m1.png
The bar under the picture is 50 um long.
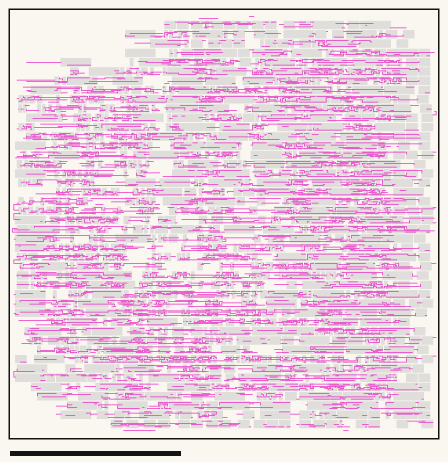
m2.png
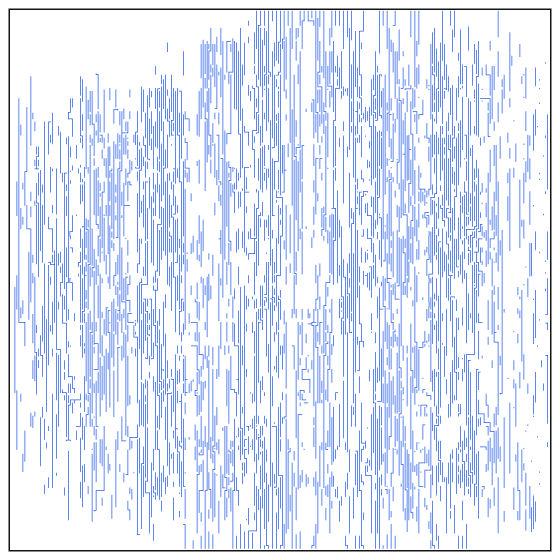
m3.png
The bar under the picture is 50 um long.
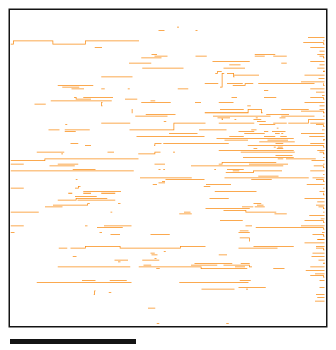
m4.png
The bar under the picture is 50 um long.
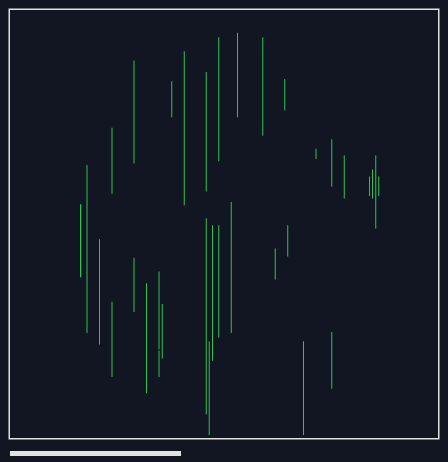
clock_nets.png
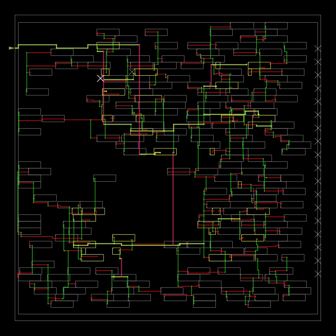
[config.mk]
export PLATFORM = sky130hd
export DESIGN_NAME = message_send_controller_flat
export DESIGN_NICKNAME = d
export VERILOG_FILES = /design/src/rtl/message_send_controller_if.sv /design/src/rtl/message_send_controller.sv /design/src/flat_wrapper.sv
export SDC_FILE = /design/constraint.sdc
export NUM_CORES = 1
export LEC_CHECK = 0
export ABC_AREA = 1
export CAP_MARGIN = 20
export CORE_UTILIZATION = 57
export CTS_BUF_LIST = sky130_fd_sc_hd__clkbuf_16
export DETAILED_ROUTE_END_ITERATION = 6
export PLACE_DENSITY = 0.88
export SLEW_MARGIN = 20
export SYNTH_ARGS = -nofsm -noshare
export SYNTH_HDL_FRONTEND = slang
export SYNTH_SLANG_ARGS = --single-unit
[constraint.sdc]
create_clock -name clock -period 3.77 [get_ports clock]
set_input_delay 0.377 -clock clock [delete_from_list [all_inputs] [get_ports clock]]
set_output_delay 0.377 -clock clock [all_outputs]
set_load 0.05 [all_outputs]
[src/rtl/message_send_controller_if.sv]
// Bundle of key-source, link-handshake and status signals of the message send controller.
// The controller sits on the slave side; the key source / link / display side is the master.
interface message_send_controller_if #(
   parameter int MSG_CHARS = 16
);
   localparam int CW = $clog2(MSG_CHARS + 1);

   logic                   enable;
   logic                   key_valid;
   logic [7:0]             key_ascii;
   logic                   link_done;
   logic                   data_ready;
   logic [8*MSG_CHARS-1:0] message_out;
   logic [CW-1:0]          char_count;
   logic                   busy;
   logic                   echo_valid;
   logic [7:0]             echo_ascii;
   logic                   send_ok;
   logic                   send_timeout;

   modport master (
      output enable, key_valid, key_ascii, link_done,
      input  data_ready, message_out, char_count, busy,
      input  echo_valid, echo_ascii, send_ok, send_timeout
   );

   modport slave (
      input  enable, key_valid, key_ascii, link_done,
      output data_ready, message_out, char_count, busy,
      output echo_valid, echo_ascii, send_ok, send_timeout
   );
endinterface

[src/rtl/message_send_controller.sv]
// Message send controller: builds a MSG_CHARS-character text buffer from decoded
// keystrokes, echoes accepted edits to the LCD and hands the buffer to the GPIO
// link with a data_ready/done handshake guarded by a timeout.
module message_send_controller #(
   parameter int         MSG_CHARS      = 16,
   parameter logic [7:0] ENTER_CODE     = 8'd13,
   parameter logic [7:0] BKSP_CODE      = 8'd8,
   parameter int         TIMEOUT_CYCLES = 250000000
) (
   input  logic                     clock,
   input  logic                     RESETN,
   message_send_controller_if.slave bus
);
   localparam int                     CW     = $clog2(MSG_CHARS + 1);
   localparam int                     TW     = (TIMEOUT_CYCLES > 2) ? $clog2(TIMEOUT_CYCLES) : 1;
   localparam logic [CW-1:0]          FULL   = CW'(MSG_CHARS);
   localparam logic [TW-1:0]          T_LAST = TW'(TIMEOUT_CYCLES - 1);
   localparam logic [8*MSG_CHARS-1:0] BLANK  = {MSG_CHARS{8'h20}};

   typedef enum logic [1:0] {
      ST_COMPOSE  = 2'd0,
      ST_SEND     = 2'd1,
      ST_WAIT_CLR = 2'd2
   } state_t;

   state_t                 r_state;
   logic                   r_data_ready;
   logic [8*MSG_CHARS-1:0] r_msg;
   logic [CW-1:0]          r_count;
   logic                   r_echo_valid;
   logic [7:0]             r_echo_ascii;
   logic                   r_send_ok;
   logic                   r_send_timeout;
   logic [TW-1:0]          r_tcnt;
   logic                   r_sync1;
   logic                   r_sync2;
   logic                   r_sync_prev;

   logic                   w_done_rise;
   logic                   w_printable;
   logic                   w_key_event;

   assign w_done_rise = r_sync2 & ~r_sync_prev;
   assign w_printable = (bus.key_ascii >= 8'h20) && (bus.key_ascii <= 8'h7E);
   assign w_key_event = bus.enable & bus.key_valid;

   // link_done comes from the slow link clock: two flops to resynchronise, one more for edge detect
   always_ff @(posedge clock or negedge RESETN) begin
      if (!RESETN) begin
         r_sync1     <= 1'b0;
         r_sync2     <= 1'b0;
         r_sync_prev <= 1'b0;
      end else begin
         r_sync1     <= bus.link_done;
         r_sync2     <= r_sync1;
         r_sync_prev <= r_sync2;
      end
   end

   // Compose / send / wait-for-release sequencer with the message buffer and all registered outputs
   always_ff @(posedge clock or negedge RESETN) begin
      if (!RESETN) begin
         r_state        <= ST_COMPOSE;
         r_data_ready   <= 1'b0;
         r_msg          <= BLANK;
         r_count        <= '0;
         r_echo_valid   <= 1'b0;
         r_echo_ascii   <= 8'h00;
         r_send_ok      <= 1'b0;
         r_send_timeout <= 1'b0;
         r_tcnt         <= '0;
      end else begin
         r_echo_valid   <= 1'b0;
         r_send_ok      <= 1'b0;
         r_send_timeout <= 1'b0;
         case (r_state)
            ST_COMPOSE: begin
               r_data_ready <= 1'b0;
               if (w_key_event) begin
                  if (w_printable) begin
                     if (r_count < FULL) begin
                        for (int i = 0; i < MSG_CHARS; i++) begin
                           if (CW'(i) == r_count) begin
                              r_msg[8*i +: 8] <= bus.key_ascii;
                           end
                        end
                        r_count      <= r_count + CW'(1);
                        r_echo_valid <= 1'b1;
                        r_echo_ascii <= bus.key_ascii;
                     end
                  end else if (bus.key_ascii == BKSP_CODE) begin
                     if (r_count != '0) begin
                        for (int i = 0; i < MSG_CHARS; i++) begin
                           if (CW'(i + 1) == r_count) begin
                              r_msg[8*i +: 8] <= 8'h20;
                           end
                        end
                        r_count      <= r_count - CW'(1);
                        r_echo_valid <= 1'b1;
                        r_echo_ascii <= BKSP_CODE;
                     end
                  end else if (bus.key_ascii == ENTER_CODE) begin
                     if (r_count != '0) begin
                        r_state      <= ST_SEND;
                        r_data_ready <= 1'b1;
                        r_tcnt       <= '0;
                     end
                  end
               end
            end
            ST_SEND: begin
               // an acknowledge beats a timeout landing in the same cycle
               if (w_done_rise) begin
                  r_send_ok    <= 1'b1;
                  r_msg        <= BLANK;
                  r_count      <= '0;
                  r_data_ready <= 1'b0;
                  r_state      <= ST_WAIT_CLR;
               end else if (r_tcnt == T_LAST) begin
                  r_send_timeout <= 1'b1;
                  r_data_ready   <= 1'b0;
                  r_state        <= ST_COMPOSE;
               end else begin
                  r_data_ready <= 1'b1;
                  r_tcnt       <= r_tcnt + TW'(1);
               end
            end
            ST_WAIT_CLR: begin
               r_data_ready <= 1'b0;
               if (!r_sync2) begin
                  r_state <= ST_COMPOSE;
               end
            end
            default: begin
               r_state      <= ST_COMPOSE;
               r_data_ready <= 1'b0;
            end
         endcase
      end
   end

   assign bus.data_ready   = r_data_ready;
   assign bus.message_out  = r_msg;
   assign bus.char_count   = r_count;
   assign bus.busy         = (r_state != ST_COMPOSE);
   assign bus.echo_valid   = r_echo_valid;
   assign bus.echo_ascii   = r_echo_ascii;
   assign bus.send_ok      = r_send_ok;
   assign bus.send_timeout = r_send_timeout;
endmodule

[src/flat_wrapper.sv]
// flat-port wrapper written by rule: the top's interface ports become plain ports
module message_send_controller_flat 
#(
   parameter int         MSG_CHARS      = 16,
   parameter logic [7:0] ENTER_CODE     = 8'd13,
   parameter logic [7:0] BKSP_CODE      = 8'd8,
   parameter int         TIMEOUT_CYCLES = 250000000
)
  (clock, RESETN, bus_enable, bus_key_valid, bus_key_ascii, bus_link_done, bus_data_ready, bus_message_out, bus_char_count, bus_busy, bus_echo_valid, bus_echo_ascii, bus_send_ok, bus_send_timeout);
  message_send_controller_if #(.MSG_CHARS(MSG_CHARS)) bus_i ();
  input  logic clock;
  input  logic RESETN;
  input wire logic [$bits(bus_i.enable)-1:0] bus_enable;
  input wire logic [$bits(bus_i.key_valid)-1:0] bus_key_valid;
  input wire logic [$bits(bus_i.key_ascii)-1:0] bus_key_ascii;
  input wire logic [$bits(bus_i.link_done)-1:0] bus_link_done;
  output wire logic [$bits(bus_i.data_ready)-1:0] bus_data_ready;
  output wire logic [$bits(bus_i.message_out)-1:0] bus_message_out;
  output wire logic [$bits(bus_i.char_count)-1:0] bus_char_count;
  output wire logic [$bits(bus_i.busy)-1:0] bus_busy;
  output wire logic [$bits(bus_i.echo_valid)-1:0] bus_echo_valid;
  output wire logic [$bits(bus_i.echo_ascii)-1:0] bus_echo_ascii;
  output wire logic [$bits(bus_i.send_ok)-1:0] bus_send_ok;
  output wire logic [$bits(bus_i.send_timeout)-1:0] bus_send_timeout;
  assign bus_i.enable = bus_enable;
  assign bus_i.key_valid = bus_key_valid;
  assign bus_i.key_ascii = bus_key_ascii;
  assign bus_i.link_done = bus_link_done;
  assign bus_data_ready = bus_i.data_ready;
  assign bus_message_out = bus_i.message_out;
  assign bus_char_count = bus_i.char_count;
  assign bus_busy = bus_i.busy;
  assign bus_echo_valid = bus_i.echo_valid;
  assign bus_echo_ascii = bus_i.echo_ascii;
  assign bus_send_ok = bus_i.send_ok;
  assign bus_send_timeout = bus_i.send_timeout;
  message_send_controller #(.MSG_CHARS(MSG_CHARS), .ENTER_CODE(ENTER_CODE), .BKSP_CODE(BKSP_CODE), .TIMEOUT_CYCLES(TIMEOUT_CYCLES)) u_core (.clock(clock), .RESETN(RESETN), .bus(bus_i));
endmodule
==> Flow_metrics.wiki <==
== Implementation results ==
{| class="wikitable"
! Metric !! Value
|-
| Violated checks || design-rule violations
|-
| First-pass iteration count of the detailed router || 7
|-
| Antenna violations before repair || 0
|-
| Worst path bufs/invs || 3
|-
| Commonest cells in the synthesized netlist || nand2_1 (461), nand3_1 (187), dfrtp_1 (162)
|-
| Max Freq || 362 MHz
|-
| YS chip area || 8690 sq um
|-
| Combinational group share of total power || 44.2%
|-
| Floorplan Core Area || 14700 sq um
|-
| Asr flop ratio synth || 100%
|-
| Ordered list of cells on the worst path || nor2_1 -> buf_4 -> inv_1 -> clkdlybuf4s50_1
|-
| Hold Crit Class || register to register
|-
| Max H-tree Level || 4
|-
| Minimum clock period || 2.76 ns
|-
| Count of different cell masters after synthesis || 27
|-
| Wl on met1 || 9970 um
|-
| Net switching power figure || 3.70 mW
|-
| Post-layout power || 8.17 mW
|-
| Fraction of the mapped netlist area in compound gates || 3.05%
|-
| Fp_density || 59.1%
|-
| Kind of critical path || register to output port
|-
| Detailed-route DRC error count || 22
|-
| Commonest cells after routing, fill and taps aside || nand2_1 (461), nand3_1 (187), dfrtp_1 (162)
|-
| Total inserted antenna cells || 0
|-
| Fraction of final layout cells sized beyond drive strength 1 || 7.70%
|-
| Number of enable flip-flop cells || 0
|-
| Area grow syn2layout || 27.3%
|-
| Prevailing post-synth register cell || dfrtp_1
|-
| Clk root buf || clkbuf_16
|-
| Power per cell area || 739 nW/um^2
|-
| Number of nets at the end of the flow || 1306
|-
| Simple-gate portion of the synthesized area || 38.2%
|-
| Most frequent cell after synthesis || nand2_1
|-
| Required time at the endpoint of the critical path || 3.39 ns
|-
| Seq/Total Area, Yosys || 51.5%
|-
| Met2 wire length || 12300 um
|-
| Status || finished with violations
|-
| Final-report hold violation count || 0
|-
| Number of DRC violations after detailed-routing iteration 0 || 871
|-
| Global routing usage summed across all routing layers || 33.1%
|-
| Top-area cell type share of the netlist area || 46.7%
|-
| Top fanout value on the critical path || 20
|}
-- m1.png (at the start) --
share of all routed wire	40%
nets with wire on the layer	1171
main direction	horizontal
longest straight run	29.4 um
detailed-route via count: 8488
total length of routed wires: 25200 um
global-route track usage on met1: 42.6%

-- m2.png (at the start) --
longest straight run	52.0 um
share of all routed wire	49%
nets with wire on the layer	1071
main direction	vertical
wire length on this layer	12300 um
fraction of met2 tracks used by global routing: 54.2%

-- m3.png (at the start) --
nets with wire on the layer	206
share of all routed wire	8.5%
main direction	horizontal
wire length on this layer	2140 um
longest straight run	48.5 um
GR Util met3: 6.93%

-- m4.png (at the start) --
share of all routed wire	3.1%
longest straight run	57.1 um
main direction	vertical
wire length on this layer	777 um

-- clock_nets.png (at the start) --
clock network latency to the later pin of the worst-skew pair: 0.43 ns
skew final: 0.00810 ns
registers: 178

==> area by class of cell <==
type / count / area [sq um]
flip-flops and latches: 178 / 4470
multi-input cells: 858 / 3820
fillers: 1058 / 3640
repair buffers: 181 / 1780
clock buffers: 17 / 425
well taps: 184 / 230
inverters: 50 / 188
clock inverters: 15 / 134
==> worst paths after layout <==
check / slack (ns) / from / endpoint / depth (start not counted)
worst max-delay path: 1.01 / u_core.r_state[1] / bus_busy / 4
worst min-delay path: 0.35 / u_core.r_sync1 / u_core.r_sync2 / 0
worst max register to register: 1.25 / u_core.r_tcnt[0] / u_core.r_tcnt[25] / 8
worst min register to register: 0.35 / u_core.r_sync1 / u_core.r_sync2 / 0
max in group asynchronous: 2.30 / RESETN / u_core.r_tcnt[4] / 3
min in group asynchronous: 0.54 / RESETN / u_core.bus.message_out[10] / 2
==> stage by stage <==
| step | worst slack, ns | cells | instance area, sq um | utilization [%] | hold slack [ns] |
|---|---|---|---|---|---|
| after detailed placement | 0.912 | 1450 | 10500 | 71.3 | 0.340 |
| final | 1.01 | 1483 | 11100 | 75.2 | 0.354 |
| after CTS | 1.00 | 1483 | 11100 | 75.2 | 0.356 |
| after global placement | 0.953 | 1450 | 10500 | 71.3 | 0.335 |
| after global routing | 0.908 | 1483 | 11100 | 75.2 | 0.359 |
| after floorplan | 1.52 | 1127 | 8690 | - | 0.0814 |
==> state kept, by name, indices dropped and copies added, names as in the netlist, 2 cells and up <==
name,count
u_core.bus.char_count,5
u_core.r_tcnt,28
u_core.r_state,2
u_core.bus.message_out,128
u_core.bus.echo_ascii,8
==> power groups by stage <==
stage	Sequential [mW]	Combinational, mW	Clock, mW
floorplan	4.31	0.897	0
global placement	2.85	3.53	0
detailed placement	2.87	3.59	0
CTS	2.84	3.62	1.71
global route	2.90	3.83	1.80
finish	2.85	3.61	1.71
Power is estimated from default activity; no workload was simulated.
